## config.mk

```make
export PLATFORM = sky130hd
export DESIGN_NAME = async_fifo_wr_if
export DESIGN_NICKNAME = d
export VERILOG_FILES = /design/src/rtl/async_fifo_wr_if.sv
export SDC_FILE = /design/constraint.sdc
export NUM_CORES = 1
export LEC_CHECK = 0
export CAP_MARGIN = 40
export CORE_ASPECT_RATIO = 0.75
export CORE_MARGIN = 3
export CORE_UTILIZATION = 49
export DETAILED_ROUTE_END_ITERATION = 6
export GPL_TIMING_DRIVEN = 0
export PLACE_DENSITY = 0.8
export SETUP_SLACK_MARGIN = 0.1
export SLEW_MARGIN = 20
export SYNTH_ARGS = -nofsm -noshare
export SYNTH_HDL_FRONTEND = slang
export SYNTH_SLANG_ARGS = --single-unit
```

## constraint.sdc

```tcl
create_clock -name wr_clk -period 5 [get_ports wr_clk]
set_clock_uncertainty 0.15 [all_clocks]
set_input_delay 0.5 -clock wr_clk [delete_from_list [all_inputs] [get_ports wr_clk]]
set_output_delay 0.5 -clock wr_clk [all_outputs]
set_load 0.03 [all_outputs]
```

## src/rtl/async_fifo_wr_if.sv

```systemverilog
// Producer-side front end of the async FIFO write path: 2-entry skid buffer feeding the
// FIFO write port, registered ready, programmable almost-full and beat/packet counters.
module async_fifo_wr_if #(
  parameter int unsigned DEPTH      = 4,
  parameter int unsigned DATA_WIDTH = 32,
  parameter int unsigned PROG_FULL  = DEPTH - 1
) (
  input  logic                    wr_clk,
  input  logic                    rst,
  input  logic [DATA_WIDTH-1:0]   s_tdata,
  input  logic                    s_tlast,
  input  logic                    s_tvalid,
  output logic                    s_tready,
  input  logic                    wr_full,
  input  logic [$clog2(DEPTH):0]  fifo_cnt_wr_synced,
  output logic                    wr_en,
  output logic [DATA_WIDTH:0]     wr_data,
  output logic                    prog_full,
  output logic [31:0]             beat_cnt,
  output logic [15:0]             pkt_cnt
);

  localparam int unsigned CntW = $clog2(DEPTH) + 1;

  typedef enum logic [1:0] {StEmpty, StOne, StTwo} state_e;

  state_e              state_q, state_d;
  logic [DATA_WIDTH:0] out_q, skid_q, in_beat;
  logic                accept, fire;

  assign in_beat = {s_tlast, s_tdata};
  assign accept  = s_tvalid & s_tready;
  // wr_full already reflects any write in flight, so writing whenever it is low is safe
  assign fire    = (state_q != StEmpty) & ~wr_full & ~rst;
  assign wr_en   = fire;
  assign wr_data = out_q;

  always_comb begin
    state_d = state_q;
    case (state_q)
      StEmpty: if (accept) state_d = StOne;
      StOne: begin
        if (accept && !fire)      state_d = StTwo;
        else if (!accept && fire) state_d = StEmpty;
      end
      StTwo:   if (fire) state_d = StOne;
      default: state_d = StEmpty;
    endcase
  end

  always_ff @(posedge wr_clk) begin
    if (rst) begin
      state_q   <= StEmpty;
      s_tready  <= 1'b0;
      prog_full <= 1'b0;
      beat_cnt  <= 32'd0;
      pkt_cnt   <= 16'd0;
    end else begin
      state_q   <= state_d;
      s_tready  <= (state_d != StTwo);
      prog_full <= (fifo_cnt_wr_synced >= CntW'(PROG_FULL));
      if (fire) begin
        beat_cnt <= beat_cnt + 32'd1;
        if (out_q[DATA_WIDTH]) pkt_cnt <= pkt_cnt + 16'd1;
      end
      case (state_q)
        StEmpty: if (accept) out_q <= in_beat;
        StOne: begin
          if (accept) begin
            if (fire) out_q  <= in_beat;
            else      skid_q <= in_beat;
          end
        end
        StTwo:   if (fire) out_q <= skid_q;
        default: ;
      endcase
    end
  end

endmodule

```

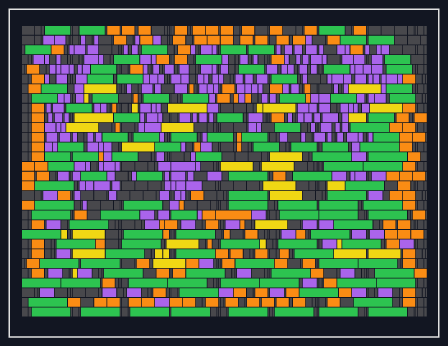
Fig. 1. Placement by cell class (run 1).
Fill, decap, tap and diode cells in grey.
Green stands for flip-flops, cells 118, share of their area 45%. Yellow stands for clock drivers and dummy loads, cells 32, share of their area 9.1%. Orange stands for other buffers and delay cells, cells 145, share of their area 20%. Purple stands for all other logic, cells 256, share of their area 25%.
Seq/total area: 0.4416
Core ar.: 9271 um2
number of core rows: 30
fin util: 0.7383

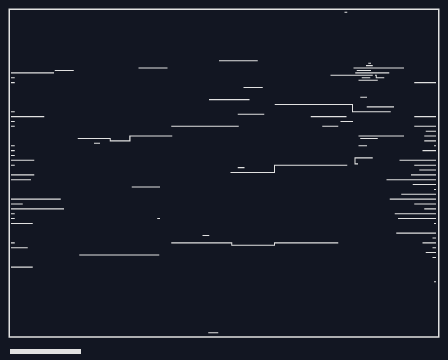
Fig. 2. Met3 routing (run 1).
Bar = 20 um.
The layer carries 591 um of wire. The wires run mostly horizontal.
GR met3 Demand/Resource: 0.06725
Vias: 3,552
Routed WL: 11.10 mm

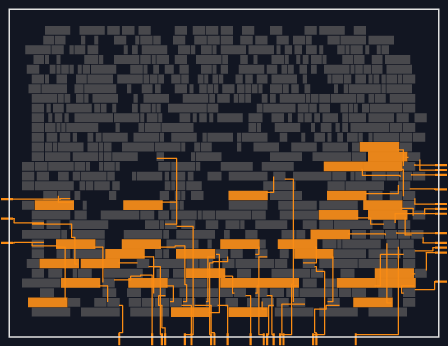
Fig. 3. Wires at chosen ports, followed through buffers (run 1).
Orange stands for wr_data, bits 33, direction output, edge 18 bottom, 12 right, 3 left, end cells 33, buffers 33, wire 863 um.
Boundary Pins: 124
port bufs: 123

==> impl_metrics.json, run 1 <==
{
  "setup_slack_ps": 1578,
  "path_class": "in2out",
  "dominantRegCellSynth": "edfxtp_1",
  "ys_sh_xor": 0.06985,
  "ant_nets": 0,
  "htree_levels": 4,
  "place_area_um2": 6240,
  "dp_worst_setup_slack_ps": 1590,
  "fin_crit_ps": 3422,
  "setup_tns_ps": 0,
  "synth_flops": 118,
  "outcome": "finished clean",
  "dp_cells": 647,
  "drcViolationCount": 0,
  "crit_path_end_kind": "output pin",
  "simple_gate_area_frac": 0.1602,
  "startpoint": "rst",
  "top_usage_layer": "met2",
  "fmax_mhz": 292.3,
  "synth_area_um2": 4765,
  "grt_pass1_vias": 3594,
  "cp-start-kind": "input port",
  "gpl.final_weighted_congestion": 0.8331,
  "max_slew_margin": 0.5079,
  "tightest_slew_ps": 734.1
}
[run 1: layout make-up]
type / instances / area (um2) / area share
inverters: 6 / 22.52 / 0.003290
repair buffers: 130 / 1296 / 0.1894
multi-input cells: 250 / 1679 / 0.2453
flip-flops and latches: 118 / 3023 / 0.4416
plain buffers: 15 / 58.81 / 0.008591
clock inverters: 8 / 91.34 / 0.01334
well taps: 128 / 160.2 / 0.02340
clock buffers: 24 / 514.2 / 0.07512
[run 1: report_power, final]
group | switching, W | total (W) | leakage [nW] | internal [W]
sequential | 0.00000568 | 0.00105 | 1.02 | 0.00104
combinational | 0.0000600 | 0.000124 | 0.965 | 0.0000642
clock | 0.000402 | 0.00122 | 0.304 | 0.000815
total | 0.000468 | 0.00239 | 2.29 | 0.00192
[run 1: cell usage after synthesis (2+ instances only)]
library cell | instances | area share
ha_1 | 2 | 0.0053
edfxtp_1 | 66 | 0.42
and3_1 | 6 | 0.0079
inv_1 | 6 | 0.0047
o21ai_0 | 8 | 0.0084
a21oi_1 | 12 | 0.013
nor3_1 | 9 | 0.0095
buf_1 | 4 | 0.0032
nand4_1 | 12 | 0.016
or3_1 | 10 | 0.013
nor2_1 | 50 | 0.039
nand2_1 | 24 | 0.019
nand3b_1 | 2 | 0.0032
mux2_2 | 35 | 0.083
and4_1 | 2 | 0.0037
clkbuf_1 | 9 | 0.0071
nor2b_1 | 2 | 0.0026
xor2_1 | 14 | 0.026
nor4b_1 | 2 | 0.0037
buf_2 | 2 | 0.0021
nand3_1 | 13 | 0.014
nor4_1 | 9 | 0.012
xnor2_1 | 24 | 0.044
dfxtp_1 | 52 | 0.22
nor3b_1 | 2 | 0.0032
[run 1: worst max-delay path, stage by stage]
cell,delay (ps)
clkdlybuf4s50_1,600
clkbuf_1,430
clkbuf_1,520
nor2_1,100
clkdlybuf4s50_1,620
Fig. 4: run 1, the metal 2 layer
Cells faint in the background.
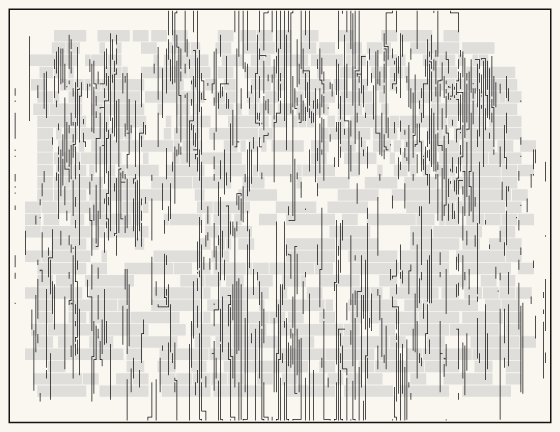

==> run 2, diff against run 1 <==
Settings changed: CORE_UTILIZATION 49 to 44, PLACE_DENSITY 0.8 to 0.76.
Clock period 5 ns to 3.1 ns, I/O delays scaled along.
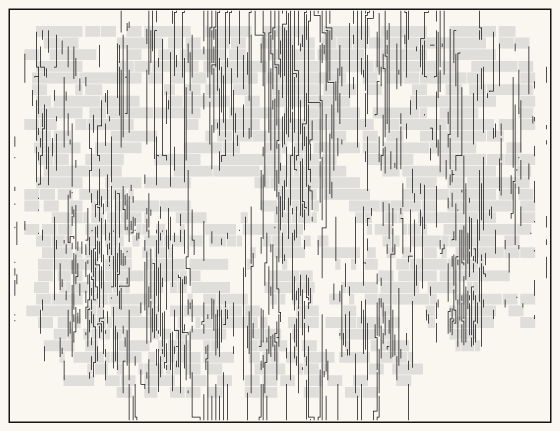
Fig. 5. The metal 2 layer (run 2).
Cells faint in the background.
507 nets have wire on it. The longest straight run is 35.9 um. The wires run mostly vertical. The layer carries 5,490 um of wire. The layer holds 51% of the routed length.
routing usage on met2: 0.2969
Vias: 3,420
Routed WL: 10.85 mm

==> run 2 against run 1 <==
Compared with the run above:
- sequential cell count unchanged
- via count down 3.7%
- critical endpoint unchanged
- non-clock buffer count down 2
- clock-buffer cell count down 7
- combinational power up 62%
- cell count up 0.88%
==> impl_metrics.json, run 2 <==
{
  "outcome": "finished clean",
  "top_cells_by_count": "edfxtp_1 (66), dfxtp_1 (52), nor2_1 (50), mux2_2 (35)",
  "crit_chain": "clkdlybuf4s50_1 > clkbuf_1 > clkbuf_2 > nor2_1 > clkdlybuf4s50_1",
  "grt_pass1_vias": 3408,
  "core_area_um2": 10410,
  "max_slew_margin": 0.5182,
  "ant_nets": 0,
  "gpl.final_weighted_congestion": 0.7862,
  "dominantRegCellSynth": "edfxtp_1",
  "p_seq_frac": 0.427,
  "cp.buffers_inverters": 4,
  "pwr-share-clk": 0.522,
  "cp-start-kind": "input port",
  "path_class": "in2out",
  "drcViolationCount": 0,
  "yosysMostFrequentCell": "edfxtp_1",
  "crit_top_cell": "clkdlybuf4s50_1",
  "tightest_slew_ps": 718.7,
  "fin_crit_ps": 2798,
  "p_sw_w": 0.0008138,
  "synthTopCellsByArea": "edfxtp_1 (42%), dfxtp_1 (22%), mux2_2 (8.3%)",
  "crit_path_max_incr_delay_ps": 600,
  "seq-power_w": 0.00168,
  "num_io_pins": 124,
  "synth_flops": 118,
  "p_sw_frac": 0.2064,
  "rows": 32,
  "synth_area_um2": 4765,
  "cp_top_family": "buffers and inverters",
  "top_area_cell": "edfxtp_1"
}
[run 2: area by class of cell]
type / instances / area (um2) / share of cell area
Timing Repair Buffer: 128 / 1294 / 0.1879
Buffer: 15 / 60.06 / 0.008724
Clock buffer: 17 / 425.4 / 0.06180
Tap cell: 136 / 170.2 / 0.02472
Multi-Input combinational cell: 250 / 1688 / 0.2452
Inverter: 6 / 22.52 / 0.003272
Clock inverter: 15 / 201.4 / 0.02926
Sequential cell: 118 / 3023 / 0.4391
[run 2: cell families after synthesis]
group                      after synthesis  share of synthesized area
buffers and inverters                   21                    0.01707
xor gates and xnor gates                38                    0.06985
DFF                                    118                     0.6345
AOI/OAI and AO/OA                       24                    0.03046
muxes                                   35                    0.08272
and+or+nand+nor                        151                     0.1602
adders and majority gates                2                   0.005251
[run 2: per-stage QoR]
| stage | cell area, um2 | hold slack [ps] | cells | utilization | TNS [ps] |
|---|---|---|---|---|---|
| 3_5_place_dp | 6256 | 334.5 | 653 | 0.6010 | -13.22 |
| 4_1_cts | 6884 | 318.9 | 685 | 0.6613 | 0 |
| 3_3_place_gp | 6181 | 326.5 | 648 | 0.5938 | -50810 |
| 6_report | 6884 | 336.5 | 685 | 0.6613 | 0 |
| 5_1_grt | 6884 | 326.1 | 685 | 0.6613 | 0 |
| 2_1_floorplan | 4780 | 251.9 | 389 | - | 0 |
[run 2: layer usage]
layer	wire length [um]	GRT usage
met5	0	0
met1	4823	0.2295
met2	5489	0.2969
met3	454	0.04659
met4	78	0.06071
[run 2: worst paths after layout]
check	slack (ps)	startpoint	to	cells past startpoint
worst max-delay path	300	rst	wr_en	5
worst min-delay path	340	s_tdata[6]	skid_q[6]	1
worst max register to register	470	state_q[1]	beat_cnt[29]	7
worst min register to register	340	beat_cnt[1]	beat_cnt[1]	2
Fig. 6: run 2, met3 routing
Bar = 50 um.
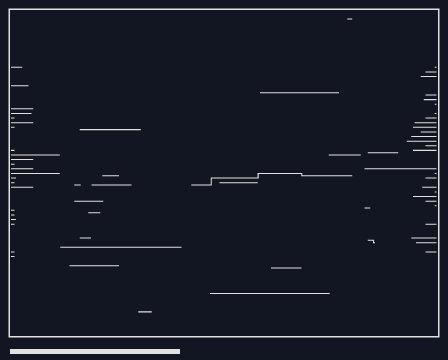

==> run 3, diff against run 2 <==
Settings changed: CELL_PAD_IN_SITES_DETAIL_PLACEMENT set to 0, CELL_PAD_IN_SITES_GLOBAL_PLACEMENT set to 1, CORE_UTILIZATION 44 to 34, PLACE_DENSITY 0.76 to not set, PLACE_DENSITY_LB_ADDON set to 0.1.
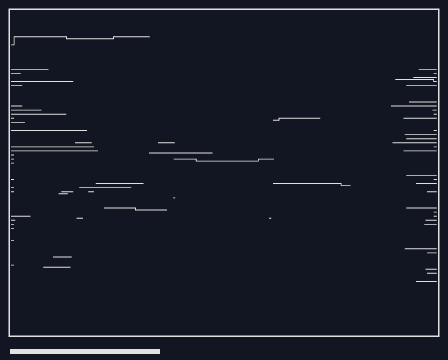
Fig. 7. Met3 routing (run 3).
Bar = 50 um.
63 nets have wire on it. The wires run mostly horizontal. The longest straight run is 28.8 um.
Vias: 3,426
Routed WL: 11.17 mm
GR met3 Demand/Resource: 0.04509

==> run 3 against run 2 <==
Compared with the run above:
- fmax down 0.93%
- global-route usage down 2.8 points
- combinational power about the same
- sequential power about the same
- final area up 1.1%
- die area up 28%
- clock-buffer cell count up 1
- total power up 2.7%
==> impl_metrics.json, run 3 <==
{
  "mux_share": 0.08272,
  "p_sw_frac": 0.2058,
  "grt_pass1_vias": 3555,
  "final_area_um2": 6957,
  "core_area_um2": 13330,
  "ant_nets": 0,
  "cp_top_family": "buffers and inverters",
  "tightest_slew_ps": 721.1,
  "place_area_um2": 6302,
  "synth_flops": 118,
  "simple_gate_area_frac": 0.1602,
  "fin_cells": 720,
  "final-hold-violation-count": 0,
  "max_slew_margin": 0.5167,
  "dominantRegCellSynth": "edfxtp_1",
  "synth_area_um2": 4765,
  "p_sw_w": 0.0008334,
  "path_class": "in2out",
  "num_io_pins": 124,
  "logic_family": "simple AND/OR/NAND/NOR gates",
  "initCoreUtil": 0.3574,
  "final_util": 0.5218,
  "r2r-start": "state_q[1]",
  "reg2reg_depth": 7,
  "yosysMostFrequentCell": "edfxtp_1",
  "grt_max_degree": 22,
  "fin_crit_ps": 2824,
  "outcome": "finished clean",
  "crit_top_cell": "clkdlybuf4s50_1",
  "min_path_cells": 1,
  "cp-start-kind": "input port",
  "cp.buffers_inverters": 4,
  "drcViolationCount": 0,
  "pwr-share-clk": 0.534,
  "cp.depth": 5,
  "startpoint": "rst",
  "aoi_share": 0.03046,
  "gpl.final_weighted_congestion": 0.7301,
  "crit_chain": "clkdlybuf4s50_1 > clkbuf_1 > clkbuf_2 > nor2_1 > clkdlybuf4s50_1",
  "setup_tns_ps": 0,
  "min-delay-start": "s_tdata[13]",
  "ys_sh_xor": 0.06985,
  "top_area_cell": "edfxtp_1",
  "dp_cells": 688,
  "peakVddDrop_v": 0.0003396,
  "synthTopCellsByArea": "edfxtp_1 (42%), dfxtp_1 (22%), mux2_2 (8.3%)",
  "top_cells_by_count": "edfxtp_1 (66), dfxtp_1 (52), nor2_1 (50), mux2_2 (35)"
}
[run 3: path summary, 6_finish.rpt]
| path | end | slack [ps] |
|---|---|---|
| max | wr_en | 280 |
| min | skid_q[13] | 340 |
| max reg2reg | beat_cnt[29] | 420 |
| min reg2reg | pkt_cnt[6] | 360 |
[run 3: worst register-to-register path: stages, from the launching register on]
cell      delay, ps
dfxtp_1         300
buf_2           220
o21bai_4        140
or4_1           550
clkbuf_1        190
or3_1           390
nor4_2          280
mux2_2          370
[run 3: power by group through the flow]
stage / registers, W / clock network, W / logic (W)
floorplan: 0.00175 / 0 / 0.0000584
global placement: 0.00172 / 0 / 0.000193
detailed placement: 0.00172 / 0 / 0.000203
CTS: 0.00168 / 0.00222 / 0.000204
global route: 0.00169 / 0.00229 / 0.000217
finish: 0.00168 / 0.00216 / 0.000200
[run 3: area by class of cell]
class | count | area, um2 | share of cell area
Inverter | 6 | 22.52 | 0.003237
Sequential cell | 118 | 3023 | 0.4345
Tap cell | 171 | 214.0 | 0.03076
Buffer | 15 | 60.06 | 0.008633
Clock buffer | 18 | 429.2 | 0.06169
Multi-Input combinational cell | 250 | 1688 | 0.2426
Clock inverter | 14 | 224.0 | 0.03219
Timing Repair Buffer | 128 | 1296 | 0.1863
[run 3: layer usage]
metal,global-route usage,up-vias,share of wire
met5,0,-,0
li1,-,1699,-
met1,0.2034,1632,0.47
met2,0.2316,84,0.46
met4,0.05020,0,0.0096
met3,0.04509,11,0.053
[run 3: what timing repair did]
item,4_1_cts,5_1_grt
setup endpoints to repair,1,0
endpoints found under the hold margin,0,0
resized,1,0
[run 3: cell families (layout without fill, tap and decap cells)]
family          after synthesis  after routing
xor+xnor                     38             38
buf+inv                      21            181
flops                       118            118
mux                          35             35
fa+ha+maj                     2              2
simple gates                151            151
compound gates               24             24

==> screenshots <==
Placed standard cells.
(a)
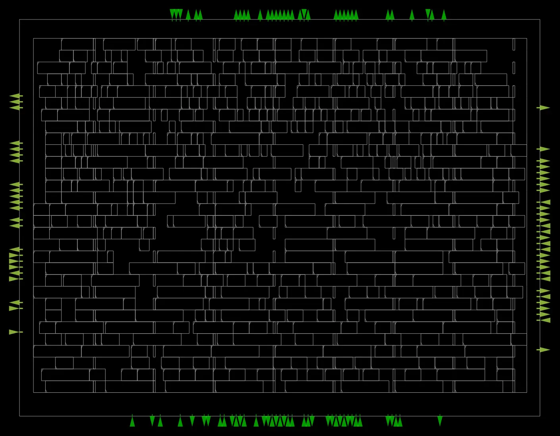
(b)
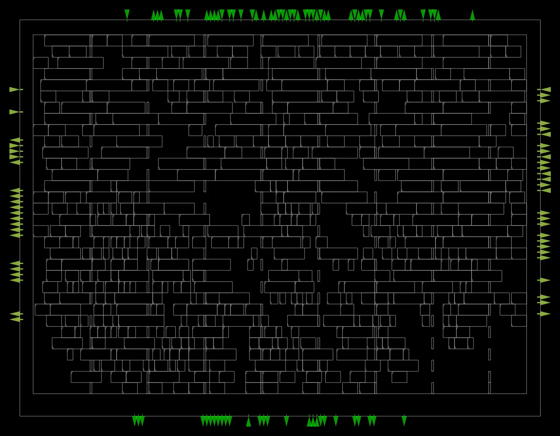
(b): run 2
(a): run 1

Power is estimated from default activity; no workload was simulated.
